## config.mk

```make
export PLATFORM = sky130hd
export DESIGN_NAME = seq_magnitude_comparator
export DESIGN_NICKNAME = d
export VERILOG_FILES = /design/src/rtl/seq_magnitude_comparator.sv
export SDC_FILE = /design/constraint.sdc
export NUM_CORES = 1
export LEC_CHECK = 0
export CORE_MARGIN = 3
export CORE_UTILIZATION = 30
export DETAILED_ROUTE_END_ITERATION = 10
export SETUP_SLACK_MARGIN = 0.3
export SLEW_MARGIN = 0
export SYNTH_ARGS = -nofsm -noshare
export SYNTH_HDL_FRONTEND = slang
export SYNTH_SLANG_ARGS = --single-unit
export TNS_END_PERCENT = 30
```

## constraint.sdc

```tcl
create_clock -name clk -period 1.85 [get_ports clk]
set_input_delay 0.2775 -clock clk [delete_from_list [all_inputs] [get_ports clk]]
set_output_delay 0.2775 -clock clk [all_outputs]
set_load 0.05 [all_outputs]
```

## src/rtl/seq_magnitude_comparator.sv

```systemverilog
// Sequential magnitude comparator: compares two N-bit operands MSB-first,
// DIGIT bits per clock, with a start/busy/done handshake, signed/unsigned
// mode, an eq/gt cascade from a more-significant stage and optional early exit.
//
// Handshake: start is sampled only in IDLE; once accepted, busy is high for
// every RUN cycle, and done pulses for exactly one cycle with eq_out/gt_out/
// lt_out valid in that same cycle. The result outputs hold until the next done.
// A start seen while busy or while done is high is dropped, not queued.
module seq_magnitude_comparator #(
  parameter int N          = 8,
  parameter int DIGIT      = 2,
  parameter bit EARLY_EXIT = 1'b1
) (
  input  logic         clk,
  input  logic         rst_n,
  input  logic         start,
  input  logic [N-1:0] a,
  input  logic [N-1:0] b,
  input  logic         signed_mode,
  input  logic         eq_in,
  input  logic         gt_in,
  output logic         busy,
  output logic         done,
  output logic         eq_out,
  output logic         gt_out,
  output logic         lt_out
);

  localparam int STEPS = (N + DIGIT - 1) / DIGIT;
  localparam int W     = STEPS * DIGIT;
  localparam int IW    = (STEPS > 1) ? $clog2(STEPS) : 1;

  typedef enum logic [1:0] {
    IDLE = 2'd0,
    RUN  = 2'd1,
    DONE = 2'd2
  } state_t;

  state_t           state;
  logic [W-1:0]     a_r;
  logic [W-1:0]     b_r;
  logic [W-1:0]     a_ext;
  logic [W-1:0]     b_ext;
  logic [IW-1:0]    idx;
  logic             decided;
  logic             res_gt;
  logic [DIGIT-1:0] da;
  logic [DIGIT-1:0] db;
  logic             dec_now;
  logic             gt_now;
  logic             last;

  // Pad operands to a whole number of digits; in signed mode sign-extend and
  // flip the top bit so a plain unsigned digit compare orders two's complement.
  always_comb begin
    a_ext = W'(a);
    b_ext = W'(b);
    for (int i = N; i < W; i++) begin
      a_ext[i] = signed_mode & a[N-1];
      b_ext[i] = signed_mode & b[N-1];
    end
    a_ext[W-1] = a_ext[W-1] ^ signed_mode;
    b_ext[W-1] = b_ext[W-1] ^ signed_mode;
  end

  // Current digit sits at the top of the shifting operand registers; the
  // first differing digit latches the decision and later digits are ignored.
  always_comb begin
    da      = a_r[W-1 -: DIGIT];
    db      = b_r[W-1 -: DIGIT];
    dec_now = decided | (da != db);
    gt_now  = decided ? res_gt : (da > db);
    last    = (idx == '0) || (EARLY_EXIT && dec_now);
  end

  // Control FSM with registered handshake and result outputs.
  always_ff @(posedge clk) begin
    if (!rst_n) begin
      state   <= IDLE;
      busy    <= 1'b0;
      done    <= 1'b0;
      eq_out  <= 1'b0;
      gt_out  <= 1'b0;
      lt_out  <= 1'b0;
      a_r     <= '0;
      b_r     <= '0;
      idx     <= '0;
      decided <= 1'b0;
      res_gt  <= 1'b0;
    end else begin
      done <= 1'b0;
      case (state)
        IDLE: begin
          if (start) begin
            a_r     <= a_ext;
            b_r     <= b_ext;
            idx     <= IW'(STEPS - 1);
            decided <= 1'b0;
            res_gt  <= 1'b0;
            if (!eq_in) begin
              // Cascade from a more-significant stage settles the result; skip the scan.
              state  <= DONE;
              done   <= 1'b1;
              eq_out <= 1'b0;
              gt_out <= gt_in;
              lt_out <= ~gt_in;
            end else begin
              state <= RUN;
              busy  <= 1'b1;
            end
          end
        end
        RUN: begin
          a_r     <= a_r << DIGIT;
          b_r     <= b_r << DIGIT;
          idx     <= idx - 1'b1;
          decided <= dec_now;
          res_gt  <= gt_now;
          if (last) begin
            state  <= DONE;
            busy   <= 1'b0;
            done   <= 1'b1;
            eq_out <= ~dec_now;
            gt_out <= dec_now & gt_now;
            lt_out <= dec_now & ~gt_now;
          end
        end
        DONE: begin
          state <= IDLE;
        end
        default: begin
          state <= IDLE;
        end
      endcase
    end
  end

endmodule

```

==> images/congestion_map.png <==
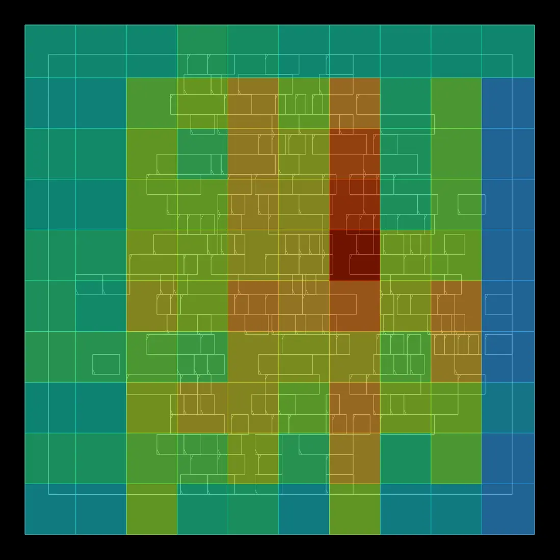
met1 usage: 0.1396
Global Route met3 Usage: 0.01739
grt peak-use layer: met2

==> images/clock_wires.png <==
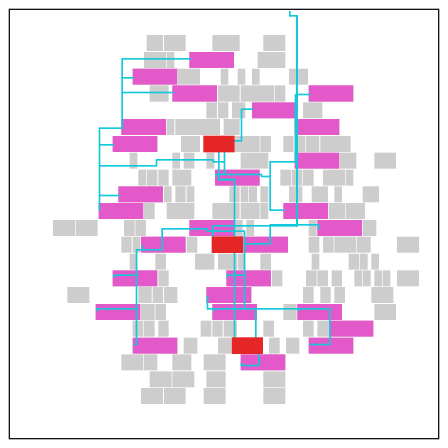
[clock-net drivers] red | count: 3
[clock wires] cyan | length: 344 µm
[flip-flops] magenta | count: 27
routed clock nets: 4
clock skew: 2.029 ps
Latency at later pin: 270 ps
clk pwr: 335 µW
clock power share: 0.251

==> images/ff_map.png <==
Other sequential cells in the stronger grey, the rest of the logic in the fainter grey.
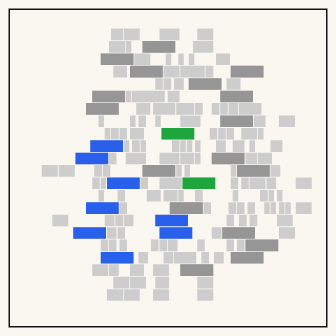
[a_r] blue | flops: 8
[idx] green | flops: 2
not coloured: 17
FF/Latch Area: 540.5 µm²
sequential cell area share: 0.3462
Layout Utilization: 0.4141
Seq power: 667 µW

==> flow_summary.yaml <==
# implementation run metrics
detailed_routing:
  routed_via_density: 5.093
  drt_pass1_iterations: 4
  routed_wirelength_mm: 2.801
  drt_iter0_drc: 73
  avgRoutedWirePerCell_um: 13.03
  drtAntennaViolNets: 0
  drc: 0
  dr_total_vias: 1095
run_status:
  status: "finished clean"
grt:
  grt_max_degree: 18
  grtUsageTotal: 0.1187
  grt_pass1_vias: 1088
  overflow: 0
  antenna_found_initial: 0
  grt_pass1_wl_mm: 4.733
sta:
  finalSetupViolCount: 0
  drv_slew: 0
  fmaxAchievable_mhz: 602.9
  finalHoldViolCount: 0
  slew_headroom: 0.6636
  period_used_share: 0.8965
  fin_setup_tns_ps: 0
  rsz0062_at_grt: "yes"
  min_period_ps: 1659
  worst_slew_pin_slew_ps: 504.0
final_layout:
  area_growth_pct: 30.00
  fin_nets: 193
  comb_area_um2: 581.8
  drive_gt1_frac: 0.09581
  antenna-diode-count: 0
  nFillCells: 373
clock_network:
  clkSinkCount: 27
  cts_buffers: 3
  clkSlewWorstSetupHoldPaths_ps: 90
  cts_max_level: 1
  post_cts_buffers: 0
  cts_max_path_buffers: 2
  cts_tree: "yes"
  cts-root-buf: "clkbuf_8"
setup_path:
  cp_num_buf_inv: 1
  path_delay_family: "buffers and inverters"
  cp.required_ps: 1570
  worst_setup_path_end_kind: "primary output"
  max_stage_delay_ps: 790
  worstSetupPathType: "reg -> out"
  crit_arrival_ps: 1380
  startpoint_type: "register"
  cp_slowest_cell: "clkdlybuf4s50_1"
  cp_max_fo: 1
  r2r_slack_ps: 290
  path_cells: "clkdlybuf4s50_1"
power_and_ir_drop:
  p_per_area_mw_per_mm2: 855.1
  power_uw: 1335
  ir_drop_mv: 0.2884
  p_leak_uw: 0.0006342
synth:
  synth_warnings: 0
  async_flop_share: 0
  yosysMostFrequentCell: "dfxtp_1"
  yosysTopAreaCellShare: 0.4500
  synth-edff-count: 0
  avgSynthCellArea_um2: 8.580
  top_area_cell: "dfxtp_1"
  yosysChipArea_mm2: 0.001201
  ys_seq_frac: 0.4500
  ys_top_cells_by_count: "dfxtp_1 (27), a21oi_1 (21), o21ai_0 (15), nand2_1 (10), nor2_1 (10)"
  ys_seq_elements: 27
  synth_area_mm2: 0.001201
  synthCells: 140
  yosys-stat-cells: 140
  syn_nets: 165
  synth.distinct_cells: 34
  ys_top_cells_by_area: "dfxtp_1 (45%), a21oi_1 (8.8%), o21ai_0 (6.3%)"
  synth-main-ff-cell: "dfxtp_1"
placed_design:
  dp.final_hpwl_mm: 2.043
  gp_congestion: 0.7524
  io_buffers: 26
floorplan:
  fp_util: 0.3185
  core_area_mm2: 0.003771
  die-area_mm2: 0.004799
  io_pins: 27
  rows: 22
  chipHeight_um: 69.28
  chipWidth_um: 69.28
flow_run:
  tool_warnings: 28
  cap_violations: 0
hold_path:
  hold_path.class: "reg -> reg"
power breakdown:
group	leakage, µW	internal (µW)	switching [µW]	total, µW
combinational	0.000388	148	184	333
sequential	0.000223	638	29.2	667
clock	0.0000228	154	181	335
metal layers:
layer,vias up,global-route usage,share of wire
met3,5,0.01739,0.025
met1,512,0.1396,0.46
met5,-,0,0
met4,0,0.05857,0.021
li1,558,-,-
met2,20,0.2087,0.49
registers in the layout, summed over array words and instances, names as in the netlist:
signal / count
state: 2
lt_out: 1
eq_out: 1
idx: 2
res_gt: 1
b_r: 8
decided: 1
done: 1
a_r: 8
busy: 1
gt_out: 1
layout make-up:
type                            instances  share of cell area
Multi-Input combinational cell         96              0.3726
Sequential cell                        27              0.3462
Timing Repair Buffer                   31              0.1923
Tap cell                               48             0.03846
Clock buffer                            4             0.02885
Inverter                                9             0.02163
per-stage QoR:
step | hold slack, ps | cells | area, µm² | util | setup WS [ps]
2_1_floorplan | 428.7 | 140 | 1201 | - | 382.6
3_3_place_gp | 438.6 | 211 | 1514 | 0.4015 | 219.7
3_5_place_dp | 445.0 | 211 | 1514 | 0.4015 | 181.5
4_1_cts | 457.4 | 215 | 1556 | 0.4127 | 142.1
5_1_grt | 479.9 | 215 | 1562 | 0.4141 | 149.2
6_report | 455.6 | 215 | 1562 | 0.4141 | 191.4
cells by family after synthesis:
family | share of synthesized area
AOI/OAI and AO/OA | 0.2927
and+or+nand+nor | 0.1459
DFF | 0.4500
buffers and inverters | 0.06562
adders and majority gates | 0.03125
xor gates and xnor gates | 0.01459
worst paths after layout:
| path | from | endpoint | cells after the start |
|---|---|---|---|
| max | done$_SDFF_PN0_ | done | 1 |
| min | idx[0]$_SDFFE_PN0P_ | idx[0]$_SDFFE_PN0P_ | 2 |
| max reg2reg | b_r[7]$_SDFFE_PN0P_ | gt_out$_SDFFE_PN0P_ | 6 |
| min reg2reg | idx[0]$_SDFFE_PN0P_ | idx[0]$_SDFFE_PN0P_ | 2 |
layout by cell type (no fill, tap or decap):
| cell type | n |
|---|---|
| a21oi_2 | 1 |
| nand2b_4 | 1 |
| a2bb2oi_1 | 1 |
| and2_1 | 1 |
| o21ai_0 | 15 |
| nand2b_1 | 1 |
| nor2b_1 | 1 |
| a311oi_2 | 1 |
| dfxtp_1 | 27 |
| o21ba_2 | 1 |
| o21ai_1 | 1 |
| clkbuf_1 | 1 |
| buf_4 | 5 |
| a32oi_1 | 2 |
| ha_1 | 3 |
| clkbuf_8 | 3 |
| a311oi_1 | 1 |
| nand3_1 | 4 |
| nor2_1 | 10 |
| nand2_2 | 1 |
| nor3_1 | 2 |
| a21oi_1 | 21 |
| nand2_1 | 10 |
| a221oi_1 | 2 |
| a31oi_1 | 1 |
| clkdlybuf4s50_1 | 22 |
| xor2_1 | 2 |
| or3_4 | 1 |
| inv_2 | 1 |
| dlygate4sd2_1 | 2 |
| o22ai_1 | 9 |
| a32o_1 | 1 |
| nand3b_4 | 1 |
| inv_1 | 8 |
| o21a_1 | 1 |
| dlymetal6s2s_1 | 2 |
what timing repair did:
action | 4_1_cts | 5_1_grt
resized | 2 | 2
endpoints found under the setup margin | 7 | 7
hold buffers | 0 | 0
No activity file was given, so power comes from the tool's default toggle rates.
